### config.mk
export PLATFORM = sky130hd
export DESIGN_NAME = stim_pattern_gen
export DESIGN_NICKNAME = d
export VERILOG_FILES = /design/src/rtl/stim_pattern_gen_pkg.sv /design/src/rtl/stim_pattern_gen_half_period_toggler.sv /design/src/rtl/stim_pattern_gen.sv
export SDC_FILE = /design/constraint.sdc
export NUM_CORES = 1
export LEC_CHECK = 0
export ABC_AREA = 0
export CAP_MARGIN = 15
export CORE_UTILIZATION = 45
export CTS_BUF_LIST = sky130_fd_sc_hd__clkbuf_16
export DETAILED_ROUTE_END_ITERATION = 10
export GPL_ROUTABILITY_DRIVEN = 0
export PLACE_DENSITY_LB_ADDON = 0.15
export SYNTH_ARGS = -nofsm -noshare
export SYNTH_HDL_FRONTEND = slang
export SYNTH_SLANG_ARGS = --single-unit
### constraint.sdc
create_clock -name clk -period 2.5 [get_ports clk]
set_input_delay 0.375 -clock clk [delete_from_list [all_inputs] [get_ports clk]]
set_output_delay 0.375 -clock clk [all_outputs]
set_load 0.005 [all_outputs]
### src/rtl/stim_pattern_gen_pkg.sv
// stim_pattern_gen_pkg
//   Shared definitions for the stimulus pattern generator: default counter
//   width, default half-period and the FSM state type.
package stim_pattern_gen_pkg;

  localparam int CNT_W_DEF    = 8;
  localparam int DEF_HALF_DEF = 2;

  typedef enum logic [1:0] {
    IDLE  = 2'd0,
    PULSE = 2'd1,
    RUN   = 2'd2,
    DONE  = 2'd3
  } stim_state_t;

endpackage

### src/rtl/stim_pattern_gen_half_period_toggler.sv
// half_period_toggler
//   Phase counter plus square-wave register. While en is high the phase
//   counter advances every clock; when it reaches hp-1 the output flips and
//   the phase restarts at 0. clr forces phase and output back to 0 and has
//   priority over en.
// Ports:
//   clk    in   1      clock, posedge
//   rst_n  in   1      asynchronous active-low reset
//   en     in   1      advance phase / allow toggling
//   clr    in   1      synchronous clear of phase and a_out
//   hp     in   CNT_W  half-period in clock cycles (must be non-zero)
//   a_out  out  1      registered square wave
module half_period_toggler
  import stim_pattern_gen_pkg::*;
#(
  parameter int CNT_W = CNT_W_DEF
) (
  input  logic             clk,
  input  logic             rst_n,
  input  logic             en,
  input  logic             clr,
  input  logic [CNT_W-1:0] hp,
  output logic             a_out
);

  logic [CNT_W-1:0] phase_reg, phase_next;
  logic             a_reg, a_next;

  always_comb begin
    phase_next = phase_reg;
    a_next     = a_reg;
    if (clr) begin
      phase_next = '0;
      a_next     = 1'b0;
    end else if (en) begin
      // Wrap at hp-1 so the phase never exceeds the half-period.
      if (phase_reg == hp - CNT_W'(1)) begin
        phase_next = '0;
        a_next     = ~a_reg;
      end else begin
        phase_next = phase_reg + CNT_W'(1);
      end
    end
  end

  always_ff @(posedge clk or negedge rst_n) begin
    if (!rst_n) begin
      phase_reg <= '0;
      a_reg     <= 1'b0;
    end else begin
      phase_reg <= phase_next;
      a_reg     <= a_next;
    end
  end

  assign a_out = a_reg;

endmodule

### src/rtl/stim_pattern_gen.sv
// stim_pattern_gen
//   Clocked, resettable stimulus source. An accepted start emits a one-cycle
//   marker (temp_out), then runs a square wave (a_out) with a programmable
//   half-period for run_len cycles, then raises done until the next start.
// Ports:
//   clk          in   1      clock, posedge
//   rst_n        in   1      asynchronous active-low reset
//   start        in   1      run request, honoured only in IDLE or DONE
//   half_period  in   CNT_W  a_out half-period (0 selects DEF_HALF), latched
//   run_len      in   CNT_W  number of RUN cycles, latched
//   temp_out     out  1      start marker, high for the single PULSE cycle
//   a_out        out  1      square wave, low at the start of RUN
//   busy         out  1      high in PULSE and RUN
//   done         out  1      high in DONE
//   cyc_cnt      out  CNT_W  RUN cycles completed in the current run
module stim_pattern_gen
  import stim_pattern_gen_pkg::*;
#(
  parameter int CNT_W    = CNT_W_DEF,
  parameter int DEF_HALF = DEF_HALF_DEF
) (
  input  logic             clk,
  input  logic             rst_n,
  input  logic             start,
  input  logic [CNT_W-1:0] half_period,
  input  logic [CNT_W-1:0] run_len,
  output logic             temp_out,
  output logic             a_out,
  output logic             busy,
  output logic             done,
  output logic [CNT_W-1:0] cyc_cnt
);

  stim_state_t      state_reg, state_next;
  logic [CNT_W-1:0] hp_reg, hp_next;
  logic [CNT_W-1:0] rl_reg, rl_next;
  logic [CNT_W-1:0] cyc_cnt_reg, cyc_cnt_next;
  logic             temp_out_reg, temp_out_next;
  logic             busy_reg, busy_next;
  logic             done_reg, done_next;
  logic             accept;

  assign accept = start && ((state_reg == IDLE) || (state_reg == DONE));

  always_comb begin
    state_next    = state_reg;
    hp_next       = hp_reg;
    rl_next       = rl_reg;
    cyc_cnt_next  = cyc_cnt_reg;
    temp_out_next = temp_out_reg;
    busy_next     = busy_reg;
    done_next     = done_reg;

    case (state_reg)
      PULSE: begin
        temp_out_next = 1'b0;
        if (rl_reg == '0) begin
          state_next = DONE;
          busy_next  = 1'b0;
          done_next  = 1'b1;
        end else begin
          state_next = RUN;
        end
      end
      RUN: begin
        cyc_cnt_next = cyc_cnt_reg + CNT_W'(1);
        if (cyc_cnt_reg == rl_reg - CNT_W'(1)) begin
          state_next = DONE;
          busy_next  = 1'b0;
          done_next  = 1'b1;
        end
      end
      default: ;  // IDLE and DONE wait for start below
    endcase

    if (accept) begin
      state_next    = PULSE;
      hp_next       = (half_period == '0) ? CNT_W'(DEF_HALF) : half_period;
      rl_next       = run_len;
      cyc_cnt_next  = '0;
      temp_out_next = 1'b1;
      busy_next     = 1'b1;
      done_next     = 1'b0;
    end
  end

  always_ff @(posedge clk or negedge rst_n) begin
    if (!rst_n) begin
      state_reg    <= IDLE;
      hp_reg       <= '0;
      rl_reg       <= '0;
      cyc_cnt_reg  <= '0;
      temp_out_reg <= 1'b0;
      busy_reg     <= 1'b0;
      done_reg     <= 1'b0;
    end else begin
      state_reg    <= state_next;
      hp_reg       <= hp_next;
      rl_reg       <= rl_next;
      cyc_cnt_reg  <= cyc_cnt_next;
      temp_out_reg <= temp_out_next;
      busy_reg     <= busy_next;
      done_reg     <= done_next;
    end
  end

  // Outside RUN the wave is held cleared, so every run starts low with
  // phase 0; the final RUN edge may still toggle before DONE clears it.
  half_period_toggler #(
    .CNT_W (CNT_W)
  ) u_toggler (
    .clk   (clk),
    .rst_n (rst_n),
    .en    (state_reg == RUN),
    .clr   (state_reg != RUN),
    .hp    (hp_reg),
    .a_out (a_out)
  );

  assign temp_out = temp_out_reg;
  assign busy     = busy_reg;
  assign done     = done_reg;
  assign cyc_cnt  = cyc_cnt_reg;

endmodule

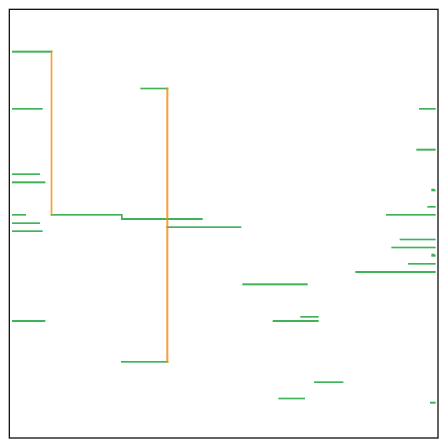
*Metal layers overlaid, run 1*
(6 px per um) Only two layers are drawn.
| layer | color | wire length |
|---|---|---|
| met3 | green | 164 um |
| met4 | orange | 72.8 um |
GRT Overall Usage: 20.8%
WL final: 4.63 mm

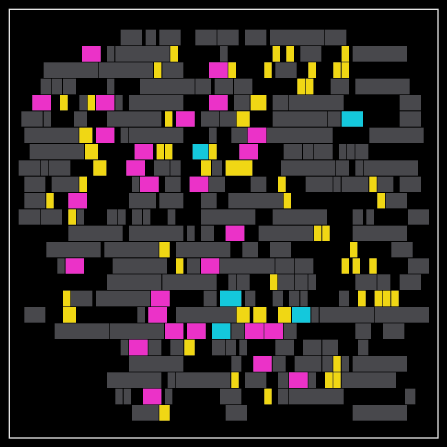
*Gate families picked out, run 1*
(6 px per um)
| family | color | cells | most used |
|---|---|---|---|
| XOR/XNOR gates | magenta | 27 | xnor2_1 |
| AND-OR and OR-AND gates | cyan | 5 | a311o_1 |
| NAND gates | yellow | 57 | nand2_1 |
Layout Cells excl Fill: 321
Comb/total area: 42.5%
dominant logic cell type in the layout: nand2_1

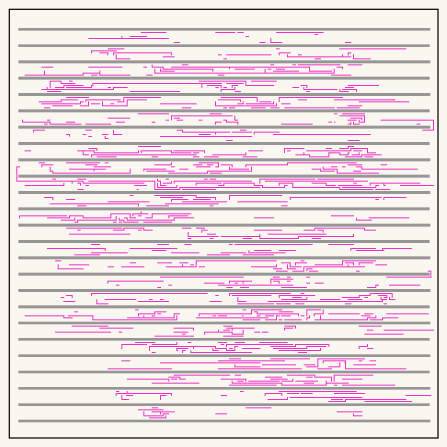
*M1 wires, run 1*
(6 px per um) Supply wires on this layer in gray.
wire length on this layer: 2380 um
main direction: horizontal
longest straight run: 29.9 um
nets with wire on the layer: 263
met1 usage: 29.7%
via count: 1729

==> out/metrics.yaml, run 1 <==
reg2reg_slack_ns: 0.21
worstSkewPairLatency_ns: 0.28
grt_pass1_vias: 1682
antenna_cells: 0
synth_top_area_share_pct: 44.1
top_logic_kind: "simple AND/OR/NAND/NOR gates"
first_iter_violations: 174
seq_area_frac_synth_pct: 44.1
p_switching_uw: 1130
worstReg2RegStart: "hp_reg[0]"
dr.pass1.iters: 7
logic_area_sq_mm: 0.00114
wl_met2_mm: 2.02
crit_cells: 7
route.met3.wl_um: 164
power.share.clock_pct: 23.9
post-route-util_pct: 59.7
cp_max_fo: 8
numSynthFlops: 38
xor_share_pct: 11.0
std_cell_rows: 24
path_cells: "inv_1, ha_1, nor2b_2, or3_1, a31o_2, o41ai_4, nor2_1"
post-place-cells: 313
worstSetupStartpoint: "hp_reg[0]"
comb_power_share_pct: 40.8
ys_warn_count: 0
area.growth.synth_to_final_pct: 24.0
ir_worst_vdd_mv: 0.458
largestClassByArea: "combinational gates"
ys_sh_mux_pct: 0.929
power_clock_uw: 707
num-multi-input-gates: 179
cts_setup_buffers: 0
met2_usage_pct: 31.0
cap_violations: 0
ios: 31
violations: "design-rule violations"
top_usage_layer: "met2"
dp_slack_ns: 0.184
clock_path_buffers: 2
aoi_share_pct: 10.8
path_clk_slew_ns: 0.06
seq-cell-share_pct: 35.6
numClockSinks: 38
top_cells_by_count: "nand2_1 (43), dfrtp_1 (38), nor2_1 (22)"
ctsRootBufferMaster: "clkbuf_16"
fmax_mhz: 436
ff_type: "dfrtp_1"
wl_met1_mm: 2.38
antenna_found_initial: 0
power_density_mw_per_mm2: 1110
drc: 2
fin_nets: 293
status: "finished, violations left"
flop-count: 38
regArea_sq_um: 951
yosysChipArea_sq_mm: 0.00216
setup_viol: 0
syn_nets: 261
rr_worst_depth: 7
openroad.warnings: 27
die_w_um: 71.2
==> run 1 -> run 2 <==
--- a/config.mk
+++ b/config.mk
@@ -10,7 +10,7 @@
 export CORE_UTILIZATION = 45
 export CTS_BUF_LIST = sky130_fd_sc_hd__clkbuf_16
 export DETAILED_ROUTE_END_ITERATION = 10
-export GPL_ROUTABILITY_DRIVEN = 0
+export GPL_ROUTABILITY_DRIVEN = 1
 export PLACE_DENSITY_LB_ADDON = 0.15
 export SYNTH_ARGS = -nofsm -noshare
 export SYNTH_HDL_FRONTEND = slang
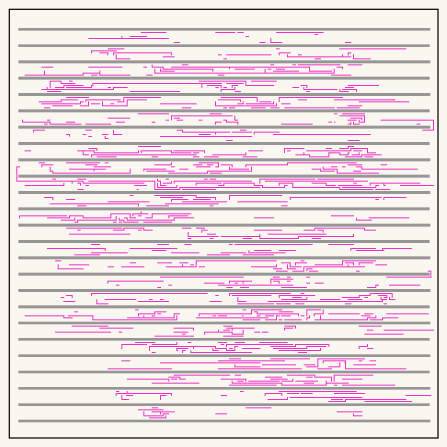
*M1 wires, run 2*
(6 px per um) Supply wires on this layer in gray.
share of all routed wire: 51%
wire length on this layer: 2380 um
nets with wire on the layer: 263
main direction: horizontal

==> out/metrics.yaml, run 2 <==
status: "finished, violations left"
violations: "design-rule violations"
worstSkewPairLatency_ns: 0.28  # about the same
area.growth.synth_to_final_pct: 24.0  # unchanged
top_cells_by_count: "nand2_1 (43), dfrtp_1 (38), nor2_1 (22)"
ff_type: "dfrtp_1"
post-place-cells: 313  # unchanged
power.group.top: "combinational cells"
fmax_mhz: 436  # unchanged
power_leakage_uw: 0.00119
antenna_found_initial: 0  # unchanged
fill_cells: 390
numSynthFlops: 38  # unchanged
reg2reg_slack_ns: 0.21  # about the same
aoi_share_pct: 10.8  # unchanged
period_used_pct: 91.7
post-route-util_pct: 59.7  # unchanged
power_density_mw_per_mm2: 1110  # unchanged
syn_nets: 261  # unchanged
worstReg2RegStart: "hp_reg[0]"
hold_buffers: 0
ios: 31  # unchanged
drc: 2  # unchanged
path_cells: "inv_1, ha_1, nor2b_2, or3_1, a31o_2, o41ai_4, nor2_1"
edf_count: 0
top_usage_layer: "met2"
grt_pass1_vias: 1682  # unchanged
flop-count: 38  # unchanged
mostFrequentLayoutCell: "nand2_1"
ir_worst_vdd_mv: 0.458  # unchanged
seq-cell-share_pct: 35.6  # unchanged
path_delay_family: "AND-OR/OR-AND gates"
path_clk_slew_ns: 0.06  # about the same
num-multi-input-gates: 179  # unchanged
power_clock_uw: 707  # about the same
synthCells: 236
power.share.clock_pct: 23.9  # about the same
top_logic_kind: "simple AND/OR/NAND/NOR gates"
synth_top_area_share_pct: 44.1  # unchanged
dp_slack_ns: 0.184  # unchanged
grtUsageTotal_pct: 20.8  # unchanged
setup_viol: 0  # unchanged
cts_tree: "yes"
route.met3.wl_um: 164  # unchanged
yosysChipArea_sq_mm: 0.00216  # unchanged
worstSetupStartpoint: "hp_reg[0]"
viasPerCell: 5.39
openroad.warnings: 27  # unchanged
largestClassByArea: "combinational gates"
use_met1_pct: 29.7  # unchanged
wl_met1_mm: 2.38  # unchanged
min_period_ns: 2.29
seq_area_frac_synth_pct: 44.1  # unchanged
vias: 1729  # unchanged
wl_met2_mm: 2.02  # unchanged
clock_path_buffers: 2  # unchanged
ctsRootBufferMaster: "clkbuf_16"
dr.pass1.iters: 7  # unchanged
antenna_cells: 0  # unchanged
fin_cells: 321  # unchanged
cts_setup_buffers: 0  # unchanged
met2_usage_pct: 31.0  # unchanged
internal_power_uw: 1840
logic_area_sq_mm: 0.00114  # unchanged
p_switching_uw: 1130  # unchanged
comb-cell-share_pct: 42.5  # unchanged
die_w_um: 71.2  # unchanged
fin_nets: 293  # unchanged
regArea_sq_um: 951  # unchanged
cp_max_fo: 8  # unchanged
first_iter_violations: 174  # unchanged
comb_power_share_pct: 40.8  # about the same
xor_share_pct: 11.0  # unchanged
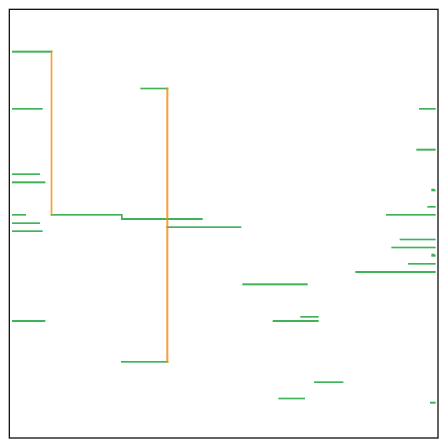
*Metal layers overlaid, run 2*
(6 px per um) Only two layers are drawn.
| layer | color | wire length |
|---|---|---|
| met3 | green | 164 um |
| met4 | orange | 72.8 um |
WL/cell: 14.4 um

==> run 2 -> run 3 <==
--- a/config.mk
+++ b/config.mk
@@ -11,6 +11,7 @@
 export CTS_BUF_LIST = sky130_fd_sc_hd__clkbuf_16
 export DETAILED_ROUTE_END_ITERATION = 10
 export GPL_ROUTABILITY_DRIVEN = 1
+export MAX_ROUTING_LAYER = met4
 export PLACE_DENSITY_LB_ADDON = 0.15
 export SYNTH_ARGS = -nofsm -noshare
 export SYNTH_HDL_FRONTEND = slang
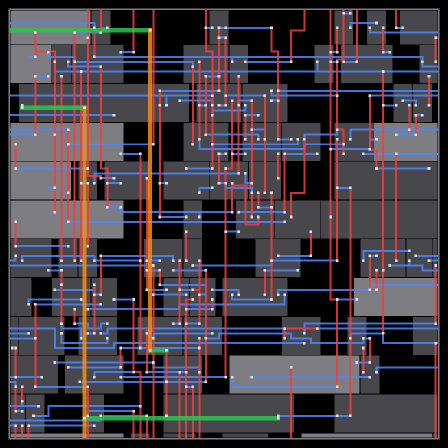
*A small window of the routed layout, run 3*
Region (21, 35) to (51, 65) um. Cells in gray, sequential cells in the stronger gray; small squares are vias.
| layer | color |
|---|---|
| met2 | red |
| met4 | orange |
| met3 | green |
| met1 | blue |
cells with their middle in the window: 65
sequential cells in the window: 5
most frequent: nand2_1 (15), xnor2_1 (5), dfrtp_1 (5)
netlist names of flops here include: `rl_reg` (3)

==> out/metrics.yaml, run 3 <==
relSlewSlack_pct: 43.5
post-place-cells: 313  # unchanged
num-nonclk-inverters: 12
power_clock_uw: 709  # about the same
vias: 1746  # +0.98%
drc: 2  # unchanged
flop-count: 38  # unchanged
top_usage_layer: "met2"
num-multi-input-gates: 179  # unchanged
dp_slack_ns: 0.184  # unchanged
clock_path_buffers: 2  # unchanged
period_used_pct: 91.7  # about the same
drive_gt1_share_pct: 8.92
fmax_mhz: 436  # about the same
largestClassByArea: "combinational gates"
hold_viol: 0
worstSetupStartpoint: "hp_reg[0]"
cts_setup_buffers: 0  # unchanged
antenna_found_initial: 0  # unchanged
post-route-util_pct: 59.7  # unchanged
comb_power_share_pct: 40.9  # about the same
met3_usage_pct: 3.52
violations: "design-rule violations"
top_logic_kind: "simple AND/OR/NAND/NOR gates"
met2_usage_pct: 31.0  # unchanged
wl_met1_mm: 2.35  # -1.0%
fill_cells: 390  # unchanged
setup_viol: 0  # unchanged
ys_sh_mux_pct: 0.929
wl_met2_mm: 2.02  # +0.15%
ff_type: "dfrtp_1"
cts_tree: "yes"
power.share.clock_pct: 23.9  # about the same
antenna_cells: 0  # unchanged
worstReg2RegStart: "hp_reg[0]"
ys_cells: 236
comb-cell-share_pct: 42.5  # unchanged
die_w_um: 71.2  # unchanged
cp_max_fo: 8  # unchanged
hold_buffers: 0  # unchanged
openroad.warnings: 27  # unchanged
route.met3.wl_um: 176  # +7.3%
numSynthFlops: 38  # unchanged
min_period_ns: 2.29  # -0.000831 ns
top_cells_by_count: "nand2_1 (43), dfrtp_1 (38), nor2_1 (22)"
hp-class: "input pin to asynchronous set/reset pin"
internal_power_uw: 1840  # about the same
synthCells: 236  # unchanged
reg2reg_to: "u_toggler.phase_reg[2]"
grtUsageTotal_pct: 21.4  # +0.64 points
power_density_mw_per_mm2: 1110  # about the same
status: "finished, violations left"
seq-cell-share_pct: 35.6  # unchanged
edf_count: 0  # unchanged
ir_worst_vdd_mv: 0.458  # about the same
power_leakage_uw: 0.00119  # unchanged
syn_nets: 261  # unchanged
ctsRootBufferMaster: "clkbuf_16"
routedWlPerCell_um: 14.4  # -0.15%
cts_resized: 0
use_met1_pct: 29.7  # unchanged
aoi_share_pct: 10.8  # unchanged
dr.pass1.iters: 7  # unchanged
p_switching_uw: 1130  # +0.18%
ios: 31  # unchanged
path_clk_slew_ns: 0.06  # about the same
die_area_sq_mm: 0.00507
fin_cells: 321  # unchanged
viasPerCell: 5.44  # +0.98%
regArea_sq_um: 951  # unchanged
first_iter_violations: 162  # -6.9%
mostFrequentLayoutCell: "nand2_1"
path_delay_family: "AND-OR/OR-AND gates"
power.group.top: "combinational cells"
synth_top_area_share_pct: 44.1  # unchanged
yosysChipArea_sq_mm: 0.00216  # unchanged
area.growth.synth_to_final_pct: 24.0  # unchanged
grt_pass1_vias: 1687  # +0.30%
xor_share_pct: 11.0  # unchanged
logic_area_sq_mm: 0.00114  # unchanged
path_cells: "inv_1, ha_1, nor2b_2, or3_1, a31o_2, o41ai_4, nor2_1"
worstSkewPairLatency_ns: 0.28  # about the same
pwr-share-seq_pct: 35.2
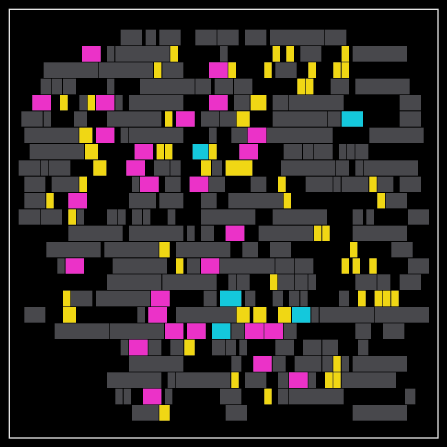
*Gate families picked out, run 3*
(6 px per um)
| family | color | cells | most used |
|---|---|---|---|
| AND-OR and OR-AND gates | cyan | 5 | a311o_1 |
| XOR/XNOR gates | magenta | 27 | xnor2_1 |
| NAND gates | yellow | 57 | nand2_1 |

Power and IR drop assume default switching activity.
